$ cat src/rtl/ex_mem_pkg.sv
// EX/MEM pipeline register shared types: payload bundle, skid-buffer state, counter helper.
package ex_mem_pkg;

   localparam int unsigned EX_MEM_DATA_W = 16;
   localparam int unsigned EX_MEM_REG_W  = 3;
   localparam int unsigned STAT_W        = 16;

   // One in-flight EX/MEM instruction: controls, flags and payload.
   typedef struct packed {
      logic                     mem_read;
      logic                     mem_write;
      logic                     branch;
      logic                     reg_write;
      logic                     mem_to_reg;
      logic                     zero;
      logic [EX_MEM_REG_W-1:0]  reg_dst;
      logic [EX_MEM_DATA_W-1:0] address;
      logic [EX_MEM_DATA_W-1:0] write_data;
      logic [EX_MEM_DATA_W-1:0] branch_target;
   } ex_mem_bundle_t;

   // Occupancy of the two-entry buffer.
   typedef enum logic [1:0] {
      EMPTY = 2'd0,
      ONE   = 2'd1,
      FULL  = 2'd2
   } state_e;

   // Saturating add of a small increment onto a statistics counter.
   function automatic logic [STAT_W-1:0] sat_add(input logic [STAT_W-1:0] a,
                                                 input logic [1:0]        b);
      logic [STAT_W:0] sum;
      sum = {1'b0, a} + (STAT_W+1)'(b);
      return sum[STAT_W] ? {STAT_W{1'b1}} : sum[STAT_W-1:0];
   endfunction

endpackage

$ cat src/rtl/ex_mem_reg_pipe_slot.sv
// pipe_slot: a single bundle register with load enable and async clear.
module ex_mem_reg_pipe_slot
   import ex_mem_pkg::*;
(
   input  logic           clk_i,
   input  logic           rst_ni,
   input  logic           load_i,
   input  ex_mem_bundle_t data_i,
   output ex_mem_bundle_t data_o
);

   ex_mem_bundle_t data_q;

   // Capture the bundle when loaded; clear on reset.
   always_ff @(posedge clk_i or negedge rst_ni) begin
      if (!rst_ni) begin
         data_q <= '0;
      end else if (load_i) begin
         data_q <= data_i;
      end
   end

   assign data_o = data_q;

endmodule

$ cat src/rtl/ex_mem_reg.sv
// EX/MEM pipeline register: two-entry skid buffer with valid/ready on both sides,
// flush support and bubble gating of memory/branch controls.
// Optional: define EX_MEM_STATS_EN to add stall_cnt / flush_cnt statistics ports.
module ex_mem_reg
   import ex_mem_pkg::*;
#(
   parameter int unsigned DATA_W = EX_MEM_DATA_W,
   parameter int unsigned REG_W  = EX_MEM_REG_W
) (
   input  logic              clock,
   input  logic              reset_n,
   input  logic              flush,
   input  logic              ex_valid,
   output logic              ex_ready,
   input  logic              ex_MemRead,
   input  logic              ex_MemWrite,
   input  logic              ex_Branch,
   input  logic              ex_RegWrite,
   input  logic              ex_MemToReg,
   input  logic              ex_Zero,
   input  logic [REG_W-1:0]  ex_RegDst,
   input  logic [DATA_W-1:0] ex_aluResult,
   input  logic [DATA_W-1:0] ex_writeData,
   input  logic [DATA_W-1:0] ex_branchTarget,
   input  logic              mem_ready,
   output logic              mem_valid,
   output logic              mem_MemRead,
   output logic              mem_MemWrite,
   output logic              mem_Branch,
   output logic              mem_RegWrite,
   output logic              mem_MemToReg,
   output logic              mem_Zero,
   output logic [REG_W-1:0]  mem_RegDst,
   output logic [DATA_W-1:0] mem_address,
   output logic [DATA_W-1:0] mem_writeData,
   output logic [DATA_W-1:0] mem_branchTarget
`ifdef EX_MEM_STATS_EN
   ,
   output logic [15:0]       stall_cnt,
   output logic [15:0]       flush_cnt
`endif
);

   state_e         state_q, state_d;
   logic           ex_ready_q, ex_ready_d;
   logic           mem_valid_q, mem_valid_d;
   logic           accept, consume;
   logic           load_main, load_skid, main_from_skid;
   ex_mem_bundle_t ex_bundle, main_d, main_q, skid_q;

   assign accept  = ex_valid & ex_ready_q;
   assign consume = mem_valid_q & mem_ready;

   // Pack the incoming EX stage signals into one bundle.
   always_comb begin
      ex_bundle               = '0;
      ex_bundle.mem_read      = ex_MemRead;
      ex_bundle.mem_write     = ex_MemWrite;
      ex_bundle.branch        = ex_Branch;
      ex_bundle.reg_write     = ex_RegWrite;
      ex_bundle.mem_to_reg    = ex_MemToReg;
      ex_bundle.zero          = ex_Zero;
      ex_bundle.reg_dst       = EX_MEM_REG_W'(ex_RegDst);
      ex_bundle.address       = EX_MEM_DATA_W'(ex_aluResult);
      ex_bundle.write_data    = EX_MEM_DATA_W'(ex_writeData);
      ex_bundle.branch_target = EX_MEM_DATA_W'(ex_branchTarget);
   end

   // Next-state and slot-load decode; flush overrides every other transition.
   always_comb begin
      state_d        = state_q;
      load_main      = 1'b0;
      load_skid      = 1'b0;
      main_from_skid = 1'b0;

      unique case (state_q)
         EMPTY: begin
            if (accept) begin
               state_d   = ONE;
               load_main = 1'b1;
            end
         end
         ONE: begin
            if (accept && consume) begin
               load_main = 1'b1;
            end else if (accept) begin
               state_d   = FULL;
               load_skid = 1'b1;
            end else if (consume) begin
               state_d = EMPTY;
            end
         end
         FULL: begin
            if (consume) begin
               state_d        = ONE;
               load_main      = 1'b1;
               main_from_skid = 1'b1;
            end
         end
         default: state_d = EMPTY;
      endcase

      if (flush) begin
         state_d        = EMPTY;
         load_main      = 1'b0;
         load_skid      = 1'b0;
         main_from_skid = 1'b0;
      end

      ex_ready_d  = (state_d != FULL);
      mem_valid_d = (state_d != EMPTY);
   end

   // State, upstream ready and downstream valid registers.
   always_ff @(posedge clock or negedge reset_n) begin
      if (!reset_n) begin
         state_q     <= EMPTY;
         ex_ready_q  <= 1'b0;
         mem_valid_q <= 1'b0;
      end else begin
         state_q     <= state_d;
         ex_ready_q  <= ex_ready_d;
         mem_valid_q <= mem_valid_d;
      end
   end

   assign main_d = main_from_skid ? skid_q : ex_bundle;

   ex_mem_reg_pipe_slot u_main_slot (
      .clk_i  (clock),
      .rst_ni (reset_n),
      .load_i (load_main),
      .data_i (main_d),
      .data_o (main_q)
   );

   ex_mem_reg_pipe_slot u_skid_slot (
      .clk_i  (clock),
      .rst_ni (reset_n),
      .load_i (load_skid),
      .data_i (ex_bundle),
      .data_o (skid_q)
   );

   assign ex_ready  = ex_ready_q;
   assign mem_valid = mem_valid_q;

   // Controls are masked by valid so bubbles never touch memory or the PC.
   assign mem_MemRead  = main_q.mem_read   & mem_valid_q;
   assign mem_MemWrite = main_q.mem_write  & mem_valid_q;
   assign mem_Branch   = main_q.branch     & mem_valid_q;
   assign mem_RegWrite = main_q.reg_write  & mem_valid_q;
   assign mem_MemToReg = main_q.mem_to_reg & mem_valid_q;
   assign mem_Zero     = main_q.zero       & mem_valid_q;

   assign mem_RegDst       = REG_W'(main_q.reg_dst);
   assign mem_address      = DATA_W'(main_q.address);
   assign mem_writeData    = DATA_W'(main_q.write_data);
   assign mem_branchTarget = DATA_W'(main_q.branch_target);

`ifdef EX_MEM_STATS_EN
   logic [STAT_W-1:0] stall_cnt_q, stall_cnt_d;
   logic [STAT_W-1:0] flush_cnt_q, flush_cnt_d;
   logic [1:0]        flushed_n;

   // Count stalled cycles and valid entries thrown away by a flush.
   always_comb begin
      flushed_n   = 2'd0;
      stall_cnt_d = stall_cnt_q;
      flush_cnt_d = flush_cnt_q;
      if (flush) begin
         flushed_n = 2'(state_q == ONE) + 2'((state_q == FULL) ? 2'd2 : 2'd0) + 2'(accept);
      end
      if (mem_valid_q && !mem_ready) begin
         stall_cnt_d = sat_add(stall_cnt_q, 2'd1);
      end
      flush_cnt_d = sat_add(flush_cnt_q, flushed_n);
   end

   // Statistics registers.
   always_ff @(posedge clock or negedge reset_n) begin
      if (!reset_n) begin
         stall_cnt_q <= '0;
         flush_cnt_q <= '0;
      end else begin
         stall_cnt_q <= stall_cnt_d;
         flush_cnt_q <= flush_cnt_d;
      end
   end

   assign stall_cnt = stall_cnt_q;
   assign flush_cnt = flush_cnt_q;
`else
   // Statistics counters are not built in this configuration.
`endif

endmodule

$ cat config.mk
export PLATFORM = sky130hd
export DESIGN_NAME = ex_mem_reg
export DESIGN_NICKNAME = d
export VERILOG_FILES = /design/src/rtl/ex_mem_pkg.sv /design/src/rtl/ex_mem_reg_pipe_slot.sv /design/src/rtl/ex_mem_reg.sv
export SDC_FILE = /design/constraint.sdc
export NUM_CORES = 1
export LEC_CHECK = 0
export CORE_AREA = 5 5 141 143
export CTS_BUF_LIST = sky130_fd_sc_hd__clkbuf_8
export DETAILED_ROUTE_END_ITERATION = 16
export DIE_AREA = 0 0 146 148
export GPL_TIMING_DRIVEN = 0
export HOLD_SLACK_MARGIN = 0.08
export SYNTH_ARGS = -nofsm -noshare
export SYNTH_HDL_FRONTEND = slang
export SYNTH_HIERARCHICAL = 1
export SYNTH_SLANG_ARGS = --single-unit
$ cat constraint.sdc
create_clock -name clock -period 1.8 [get_ports clock]
set_input_delay 0.36 -clock clock [delete_from_list [all_inputs] [get_ports clock]]
set_output_delay 0.36 -clock clock [all_outputs]
set_load 0.02 [all_outputs]
**Run 1: clock network drawn from the DEF**

The bar under the picture is 50 um long.
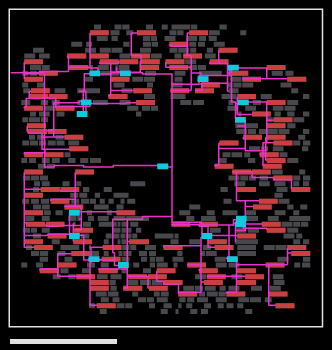
legend:
  cells driving clock nets:
    colour: cyan
    count: 17
  flip-flops:
    colour: red
    count: 118
  clock wires:
    colour: magenta
    length: 1770 um
flops lie: widely spread
power in the clock group: 0.00277 W
later-pin clock latency in the skew report: 0.43 ns

**Run 1: cell classes on the final placement**

Fill, decap, tap and diode cells in grey.
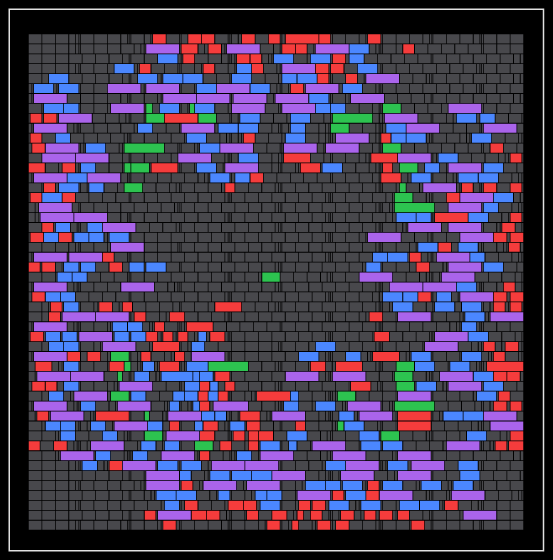
legend:
  all other logic:
    colour: blue
    cells: 194
    share_of_their_area: 33%
  flip-flops:
    colour: purple
    cells: 118
    share_of_their_area: 38%
  clock drivers and dummy loads:
    colour: green
    cells: 32
    share_of_their_area: 5.8%
  other buffers and delay cells:
    colour: red
    cells: 169
    share_of_their_area: 24%
Core Rows: 50
post-route design area: 0.00804 mm^2

**Run 1: clock routing**

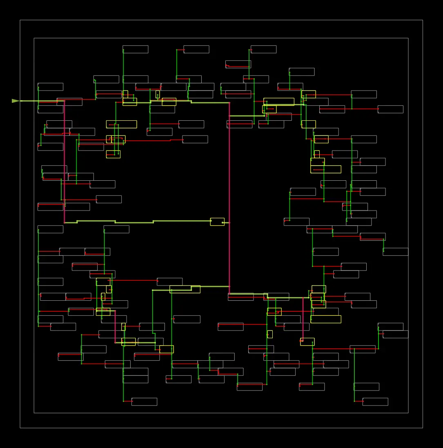
clock sink count: 118
layout sequential cell count: 118
number of clock buffers in the layout: 19
Clock Skew: 0.00735 ns

==> impl_metrics.py, run 1 <==
# Synthesis and PnR figures
metrics = {
    "worst_setup_path": {
        "timing.critical_path.from_type": "flip-flop",
        "max_stage_delay_ns": 0.38,
        "critical-path-slowest-cell": "sky130_fd_sc_hd__dfrtp_1",
        "crit_path_buf_inv_count": 3,
    },
    "logic_synthesis": {
        "synth.top_cells.by_count": "sky130_fd_sc_hd__dfrtp_1 (118), sky130_fd_sc_hd__mux2_2 (81), sky130_fd_sc_hd__mux2_4 (60)",
        "syn_area_per_cell_um2": 16.4,
        "post_synthesis_cell_type_with_the_largest_combined_area": "sky130_fd_sc_hd__dfrtp_1",
        "most_common_cell": "sky130_fd_sc_hd__dfrtp_1",
        "synth.cellmix.xorXnorShare_pct": 0,
        "synth_compound_gate_area_share_pct": 0.917,
        "ys_cells": 332,
        "ff_type": "sky130_fd_sc_hd__dfrtp_1",
        "top_area_share_pct": 54.1,
        "synthAdderAreaFrac_pct": 0,
        "share_of_async_settable_or_async_resettable_flops_after_synthesis_pct": 100,
        "synth_cells": 332,
    },
    "cells_and_area": {
        "final_cell_count_no_fill": 748,
        "comb_area_mm2": 0.00252,
        "drive_gt1_share_pct": 51.7,
    },
    "clock_tree": {
        "cts.htree.levels": 4,
        "inserted_clock_buffers": 17,
        "cts_buffer_depth": 2,
        "tritoncts": "built",
    },
    "global_route": {
        "initial_antenna_violation_count": 1,
        "number_of_global_route_vias_before_repair": 3756,
        "gr-total-overflow": 0,
        "grt.total_usage_pct": 12.2,
    },
    "detailed_routing": {
        "drt_first_pass_iters": 4,
        "drc": 0,
        "average_vias_per_placed_instance": 4.48,
        "wl_per_cell_um": 17.9,
    },
    "floorplanning": {
        "die_area_mm2": 0.0216,
        "coreArea_mm2": 0.0185,
        "die_x_um": 146,
        "die_h_um": 148,
        "initial_utilization_pct": 29.6,
    },
    "timing": {
        "final_max_slew_viol_count": 0,
        "period_minus_slack_ns": 1.91,
        "finalSetupViolations": 57,
        "worst_slack_ns": -0.110,
        "final-hold-violation-count": 0,
        "timing.setup.tns_ns": -3.74,
    },
    "placed_design": {
        "numPlacedInstances": 687,
        "dp.final_hpwl_um": 8460,
        "gp_routability_congestion": 0.672,
    },
    "job": {
        "maxCapViolations": 0,
        "openroad.warnings": 28,
    },
    "power": {
        "report.power.total_w": 0.00999,
        "power_density_mw_per_mm2": 1240,
        "ir_drop_mv": 0.496,
        "p_leak_nw": 3.62,
    },
    "run_status": {
        "violations_in_the_final_reports": "setup timing",
        "result_of_the_run": "finished, violations left",
    },
}
[run 1: logic make-up (layout without fill, tap and decap cells)]
logic type | count (synthesis) | in the layout
mux | 172 | 172
flops | 118 | 118
buf+inv | 20 | 201
simple gates | 15 | 15
compound gates | 7 | 7
other cells | 0 | 1
[run 1: layer usage]
| layer | wire length (um) | GRT usage (%) | vias to the layer above |
|---|---|---|---|
| met5 | 0 | 0 | - |
| met4 | 140 | 4.09 | 0 |
| met3 | 720 | 5.03 | 11 |
| met2 | 6360 | 19.4 | 79 |
| met1 | 6190 | 15.0 | 1716 |
| li1 | - | - | 1542 |
[run 1: layout by cell type (no fill, tap or decap), drive strengths merged]
| cell type | count |
|---|---|
| a211o | 1 |
| a211oi | 2 |
| a21oi | 1 |
| a221oi | 1 |
| and2 | 6 |
| and3 | 1 |
| and3b | 1 |
| buf | 46 |
| bufinv | 5 |
| clkbuf | 28 |
| clkdlybuf4s50 | 59 |
| clkinv | 5 |
| dfrtp | 118 |
| diode | 1 |
| dlygate4sd2 | 51 |
| dlygate4sd3 | 1 |
| dlymetal6s2s | 3 |
| inv | 3 |
| mux2 | 171 |
| mux2i | 1 |
| nand2 | 1 |
| nand3 | 2 |
| nand4 | 1 |
| nor2 | 1 |
| nor4b | 1 |
| nor4bb | 1 |
| o21ai | 1 |
| o21bai | 1 |
[run 1: power breakdown]
part	internal (W)	leakage, nW	switching (W)
Combinational	0.00186	1.97	0.00122
Clock	0.00170	0.243	0.00107
Sequential	0.00362	1.40	0.000511
Total	0.00718	3.62	0.00281
[run 1: cell type report]
class	instances	share of cell area, %
diodes	1	0.0311
repair buffers	149	18.9
flip-flops and latches	118	36.7
multi-input cells	194	31.4
clock buffers	19	3.25
plain buffers	20	3.72
clock inverters	13	2.32
well taps	234	3.64
[run 1: state kept, by name, indices dropped and copies added (netlist names)]
register / count
u_main_slot/data_o: 57
u_skid_slot/data_o: 57
state_q: 2
ex_ready: 1
mem_valid: 1
[run 1: path summary, 6_finish.rpt]
check,cells after the start,endpoint,startpoint,slack [ns]
min in group asynchronous,2,u_skid_slot/data_o[39],reset_n,0.50
max reg2reg,6,u_main_slot/data_o[46],state_q[0],-0.11
min reg2reg,1,u_main_slot/data_o[34],u_main_slot/data_o[34],0.50
min,2,state_q[1],mem_ready,0.46
max in group asynchronous,3,u_skid_slot/data_o[26],reset_n,0.59
max,6,u_main_slot/data_o[46],state_q[0],-0.11
[run 1: what timing repair did]
item	in CTS	in global routing
endpoints found under the hold margin	66	0
cloned	0	7
gates resized	123	52
pin swaps	2	2
hold buffers	1	0
buffers inserted	12	8
setup endpoints to repair	162	121
[run 1: worst reg2reg max path, cell delays in order (launching register included)]
cell	delay, ns
sky130_fd_sc_hd__dfrtp_1	0.38
sky130_fd_sc_hd__buf_6	0.12
sky130_fd_sc_hd__nor4b_4	0.29
sky130_fd_sc_hd__buf_6	0.24
sky130_fd_sc_hd__clkbuf_16	0.19
sky130_fd_sc_hd__mux2_1	0.32
sky130_fd_sc_hd__mux2_4	0.26
--- run 2 (diff from run 1) ---
- SETUP_SLACK_MARGIN: default -> 0.2
**Run 2: where the registers sit**

The bar under the picture is 50 um long. Other sequential cells in the stronger grey, the rest of the logic in the fainter grey.
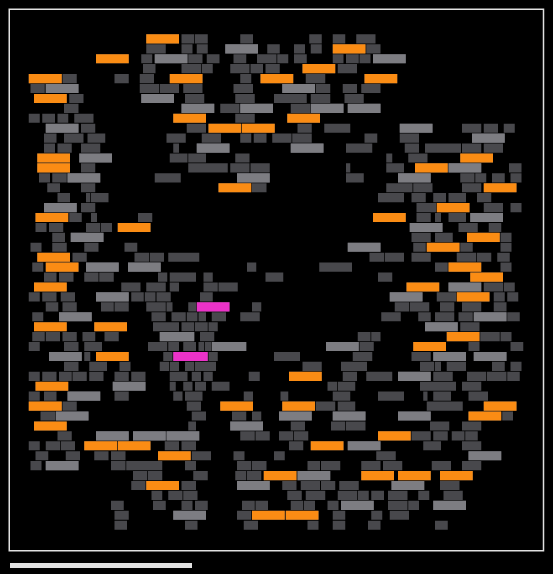
legend:
  state_q:
    colour: magenta
    placed_flops: 2
  u_main_slot/data_o:
    colour: orange
    placed_flops: 57
    where: widely spread
not coloured: 59
register area: 0.00296 mm^2
sequential fraction of total cell area: 37.5%

**Run 2: clock routing**

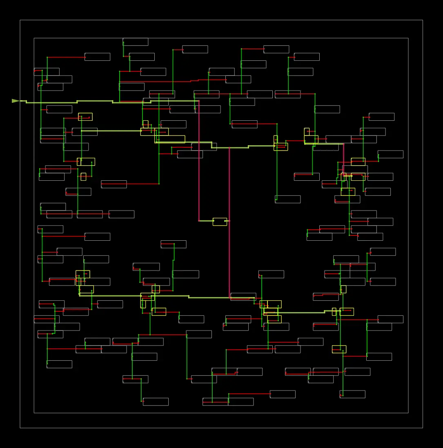
power in the clock group: 0.00219 W
Inserted Clock Buffers: 17
later-pin clock latency in the skew report: 0.42 ns
Clock Skew: 0.00897 ns

==> impl_metrics.py, run 2 <==
# Synthesis and PnR figures
metrics = {
    "logic_synthesis": {
        "synth.top_cells.by_count": "sky130_fd_sc_hd__dfrtp_1 (118), sky130_fd_sc_hd__mux2_2 (81), sky130_fd_sc_hd__mux2_4 (60)",
        "share_of_async_settable_or_async_resettable_flops_after_synthesis_pct": 100,
        "ys_cells": 332,
        "synth_cells": 332,
    },
    "detailed_routing": {
        "drc": 0,
        "route.met3.wl_um": 785,
        "top_sig_layer": "met4",
        "drt_first_pass_iters": 4,
        "average_vias_per_placed_instance": 4.45,
        "wirelength_met1_um": 5960,
    },
    "power": {
        "p_int_w": 0.00657,
        "p_leak_nw": 3.48,
        "netSwitchingFraction_pct": 29.7,
        "ir_drop_mv": 0.508,
        "p_sw_w": 0.00278,
        "combinationalPowerShare_pct": 32.4,
        "share_seq_of_total_power_pct": 44.2,
        "power_density_mw_per_mm2": 1190,
    },
    "worst_setup_path": {
        "timing.critical_path.from_type": "flip-flop",
        "timing.reg2reg.setup_slack_ns": -0.09,
        "rr_worst_depth": 6,
    },
    "floorplanning": {
        "die_x_um": 146,
        "die_h_um": 148,
        "fp-row-count": 50,
        "initial_utilization_pct": 29.6,
    },
    "cells_and_area": {
        "drive_gt1_share_pct": 50.7,
        "finalInstanceArea_mm2": 0.00788,
    },
    "timing": {
        "finalSetupViolations": 82,
        "final-hold-violation-count": 0,
        "period_minus_slack_ns": 1.89,
        "worst_slack_ns": -0.0853,
    },
    "run_status": {
        "result_of_the_run": "finished, violations left",
        "violations_in_the_final_reports": "setup timing",
    },
    "global_route": {
        "number_of_global_route_vias_before_repair": 3799,
    },
    "clock_tree": {
        "tritoncts": "built",
        "cts_buffer_depth": 2,
        "cts.htree.levels": 4,
        "clock-sinks": 118,
    },
    "job": {
        "openroad.warnings": 29,
    },
}
**Run 2: wiring by layer**

The bar under the picture is 50 um long. Two of the layers only.
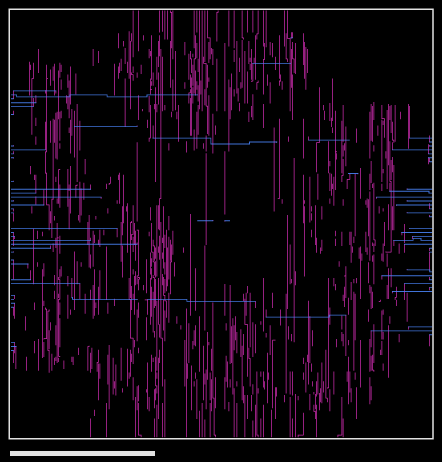
legend:
  met3:
    colour: blue
    wire_length: 785 um
  met2:
    colour: magenta
    wire_length: 6340 um
GRT Total Usage: 12.6%
wirelength, routed: 13200 um
count of vias placed by the detailed router: 3322
mean routed wirelength per cell: 17.7 um

[run 2: cell counts after synthesis]
Identical to the previous run, type by type.
[run 2: how the worst max path moves through the flow]
stage,from,to,slack [ns],cells after the start
after floorplan,state_q[0],u_main_slot/data_o[32],0.01,6
after global placement,reset_n,mem_valid,-4.69,1
after detailed placement,flush,u_main_slot/data_o[51],-0.76,6
after CTS,mem_valid,u_main_slot/data_o[50],-0.08,6
after global routing,mem_valid,u_main_slot/data_o[53],-0.17,6
final,mem_valid,u_main_slot/data_o[53],-0.09,6
[run 2: kinds of logic (layout without fill, tap and decap cells)]
kind of cell / after synthesis / in the layout / synth area share (%)
buffers and inverters: 20 / 199 / 3.28
other: 0 / 1 / 0
flip-flops: 118 / 118 / 54.1
AND-OR/OR-AND: 7 / 7 / 0.917
multiplexers: 172 / 172 / 39.6
AND/OR/NAND/NOR: 15 / 15 / 2.06
[run 2: power by group through the flow]
stage / Combinational [W] / Sequential, W / Clock (W)
after detailed placement: 0.00309 / 0.00417 / 0
final: 0.00303 / 0.00413 / 0.00219
after floorplan: 0.00143 / 0.00450 / 0
after global routing: 0.00323 / 0.00426 / 0.00243
after CTS: 0.00300 / 0.00413 / 0.00231
after global placement: 0.00304 / 0.00413 / 0
[run 2: cell type report]
| type | count | area share [%] |
|---|---|---|
| clock buffer | 19 | 3.32 |
| clock inverter | 13 | 1.16 |
| sequential | 118 | 37.5 |
| multi-input combinational | 194 | 31.1 |
| timing repair buffer | 147 | 18.9 |
| tap | 234 | 3.72 |
| buffer | 20 | 4.24 |
| antenna | 1 | 0.0318 |
[run 2: timing repair]
action	4_1_cts	5_1_grt
resized	141	25
hold endpoints to repair	58	0
pin swaps	2	0
hold buffers	1	0
setup endpoints to repair	173	124
cloned	3	2
buffers inserted	18	2
[run 2: through the flow]
step	total power [W]	std cells	setup slack [ns]	hold slack [ns]
after global routing	0.00992	745	-0.172	0.396
after floorplan	0.00594	332	0.0149	0.0644
after CTS	0.00944	741	-0.0839	0.370
after global placement	0.00716	686	-4.69	0.481
after detailed placement	0.00726	687	-0.755	0.386
final	0.00935	746	-0.0853	0.445
[run 2: routing by layer]
metal  vias up  track usage [%]
met5         -                0
met4         0             3.62
met3         9             5.18
met2        84             20.1
met1      1687             15.8
li1       1542                -
[run 2: critical path, cell delays in order (launching register included)]
cell	delay, ns
sky130_fd_sc_hd__dfrtp_2	0.41
sky130_fd_sc_hd__nand2_4	0.07
sky130_fd_sc_hd__nor4b_4	0.31
sky130_fd_sc_hd__buf_6	0.23
sky130_fd_sc_hd__buf_12	0.17
sky130_fd_sc_hd__mux2_1	0.31
sky130_fd_sc_hd__mux2_2	0.27
Power is estimated from default activity; no workload was simulated.
